### The clock network

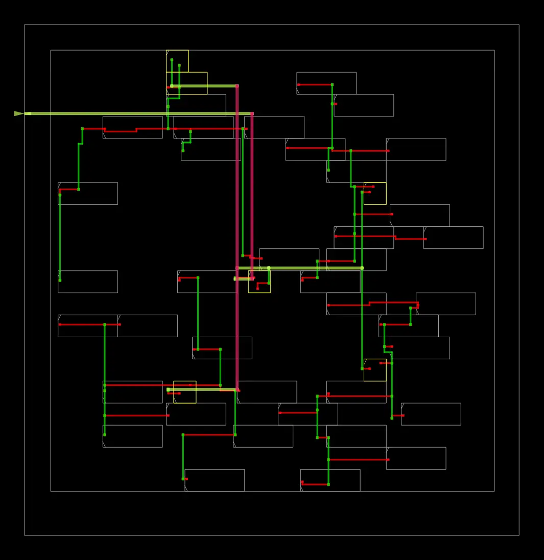
### Ports around the boundary

Bar = 20 um. Pins as bars across the die edge, other pins in grey.
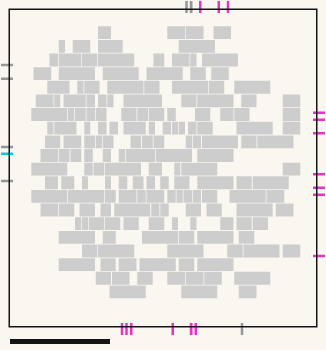
### Gate-type map

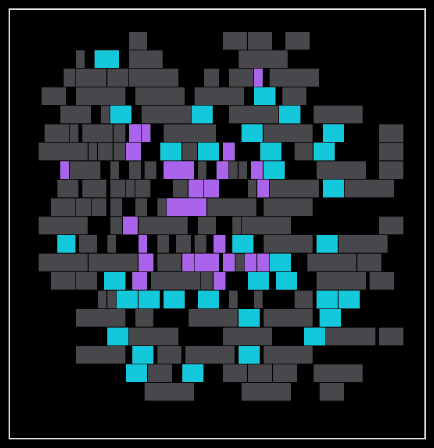
[src/rtl/serial_nor_16.sv]
// Bit-serial receiver assembling a 16-bit bitwise NOR word from two LSB-first operand streams.
// Optional `zero` flag output is built when SERIAL_NOR_ZERO_FLAG_EN is defined.
module serial_nor_16 (
    input  logic        clk,
    input  logic        reset,
    input  logic        start,
    input  logic        bit_valid,
    input  logic        a_bit,
    input  logic        b_bit,
    output logic [15:0] out,
    output logic        done,
    output logic        busy
`ifdef SERIAL_NOR_ZERO_FLAG_EN
    ,
    output logic        zero
`endif
);

    // Handshake: bit_valid is a valid-only qualifier with no backpressure.
    // In COLLECT every edge with bit_valid=1 consumes one a_bit/b_bit pair;
    // in IDLE bit_valid is ignored and only start is looked at.
    typedef enum logic {
        IDLE    = 1'b0,
        COLLECT = 1'b1
    } state_t;

    state_t      state;
    logic [3:0]  count;
    logic [15:0] shreg;
    logic        nor_bit;
    logic [15:0] assembled;

    // The final bit is merged combinationally so the completion edge writes the whole word.
    always_comb begin
        nor_bit   = ~(a_bit | b_bit);
        assembled = {nor_bit, shreg[14:0]};
    end

    always_ff @(posedge clk) begin
        if (reset) begin
            state <= IDLE;
            count <= 4'd0;
            shreg <= 16'h0000;
            out   <= 16'h0000;
            done  <= 1'b0;
            busy  <= 1'b0;
`ifdef SERIAL_NOR_ZERO_FLAG_EN
            zero  <= 1'b0;
`endif
        end else begin
            done <= 1'b0;
            case (state)
                IDLE: begin
                    if (start) begin
                        state <= COLLECT;
                        busy  <= 1'b1;
                        count <= 4'd0;
                        shreg <= 16'h0000;
                    end
                end
                COLLECT: begin
                    if (bit_valid) begin
                        shreg[count] <= nor_bit;
                        count        <= count + 4'd1;
                        if (count == 4'd15) begin
                            state <= IDLE;
                            busy  <= 1'b0;
                            done  <= 1'b1;
                            out   <= assembled;
                            count <= 4'd0;
`ifdef SERIAL_NOR_ZERO_FLAG_EN
                            zero  <= (assembled == 16'h0000);
`endif
                        end
                    end
                end
                default: begin
                    state <= IDLE;
                    busy  <= 1'b0;
                end
            endcase
        end
    end

endmodule
[config.mk]
export PLATFORM = sky130hd
export DESIGN_NAME = serial_nor_16
export DESIGN_NICKNAME = d
export VERILOG_FILES = /design/src/rtl/serial_nor_16.sv
export SDC_FILE = /design/constraint.sdc
export NUM_CORES = 1
export LEC_CHECK = 0
export CORE_AREA = 3 3 58 60
export CTS_CLUSTER_SIZE = 10
export DETAILED_ROUTE_END_ITERATION = 10
export DIE_AREA = 0 0 61 63
export PLACE_DENSITY = 0.86
export SLEW_MARGIN = 20
export SYNTH_ARGS = -nofsm -noshare
export SYNTH_HDL_FRONTEND = slang
export SYNTH_SLANG_ARGS = --single-unit
[constraint.sdc]
create_clock -name clk -period 2.9 [get_ports clk]
set_input_delay 0.435 -clock clk [delete_from_list [all_inputs] [get_ports clk]]
set_output_delay 0.435 -clock clk [all_outputs]
set_load 0.01 [all_outputs]
==> metrics.cfg <==
[final_layout]
clkbuf_count=6
num-nonclk-buffers=23
final-clk-cell-share=0.0282
syn_to_final_growth_pct=14.6
top_register=out
nFillCells=251
largest_register_ffs=16
final_common_cell=dfxtp_1
nNonClkInverters=2
antenna-diode-count=0
stdcell_area_um2=1820
register_area_um2=761
mi_logic_area_um2=731

[synth]
edf_count=0
yosysWarnings=0
logic_family=AND-OR/OR-AND gates
synth_flops=38
netlist_area_um2=1590
top_area_frac=0.478
aoi_share=0.224
mux_area_frac=0.00629
ys_async_sr_fraction=0
yosys_cells=157
ys_top_cells_by_area=dfxtp_1 (48%), a22o_1 (8.8%), a31o_2 (6.6%), nand2_1 (3.8%), nor3_1 (3.5%)
floorplan.nets=167
adder_share=0.0315
avgSynthCellArea_um2=10.1
yosysTopAreaCell=dfxtp_1
synth.top_cells.by_count=dfxtp_1 (38), a22o_1 (16), nand2_1 (16)

[power_and_ir_drop]
p_seq_mw=0.531
powerComb_mw=0.0426
total_power_mw=0.843
clock_net_power_mw=0.269
p_sw_mw=0.192
peakVddDrop_mv=0.237
power_density_nw_per_um2=463
pwr-share-comb=0.051
pwr-share-seq=0.630
p_int_mw=0.651

[place]
dpl.hpwl_um=2290
place_ws_ps=622
dp_cells=200
gp_congestion=0.932

[clock_network]
post_cts_buffers=0
cts_tree=yes
postCtsHoldBufs=0
htreeDepth=2
cts_buffer_depth=2

[die]
io_pins=24
initCoreUtil=0.534
fp.coreArea_um2=2980
dieArea_um2=3840
rows=20

[sta]
tns_ps=0
hold_violations=0
slew_viol_final=0
final-setup-viol-count=0
finalWorstSetupSlack_ps=981
fmax_ghz=0.521
rsz0062_at_grt=false
tightest_slew_ps=632

[grt]
met2_usage=0.310
grt_remaining_overflow=0
busiest_layer=met2
grt_pass1_wl_um=5680

[worst_hold_path]
hold_path_class=reg2reg
whs_endpoint=out[3]

[outcome]
status=finished, final reports clean

[setup_path]
timing.rr.start=count[0]
r2r_setup_slack_ps=1090
crit_start=reset
worstRegToRegCells=4
required_ps=3200
start_kind=primary input
r2r_end=out[4]
cp.arrival_ps=2220
crit_cells=4
slowest_stage=clkdlybuf4s50_1
crit_fanout=15
cpPeakStageDelay_ps=640

[run]
tool_warnings=29

[drt]
drt_first_pass_iters=4
dr.max_layer_used=met4
drt-total-wl_um=3230
drtIter0Drc=36
wl_met2_um=1640
vias_per_cell=6.11
avgRoutedWirePerCell_um=15.7

## Picture notes: 'The clock network'
final setup skew: 5.46 ps
sequential cell count: 38
clk ins delay skew pair: 340 ps
TritonCTS buffer count: 5

## Picture notes: 'Ports around the boundary'
out -> magenta  # pins 16, direction output, edge 7 right, 6 bottom, 3 top
bit_valid -> cyan  # pins 1, direction input, edge left
all pins by edge = 7 bottom, 7 right, 5 top, 5 left
die y size: 63 um
number of port buffers: 23
Die Wd: 61 um

## Picture notes: 'Gate-type map'
AND-OR and OR-AND gates -> cyan  # cells 34
NOR gates -> purple  # cells 24, where centre
final cell count without fillers: 206
logic share of the area: 0.401

Power and IR drop assume default switching activity.
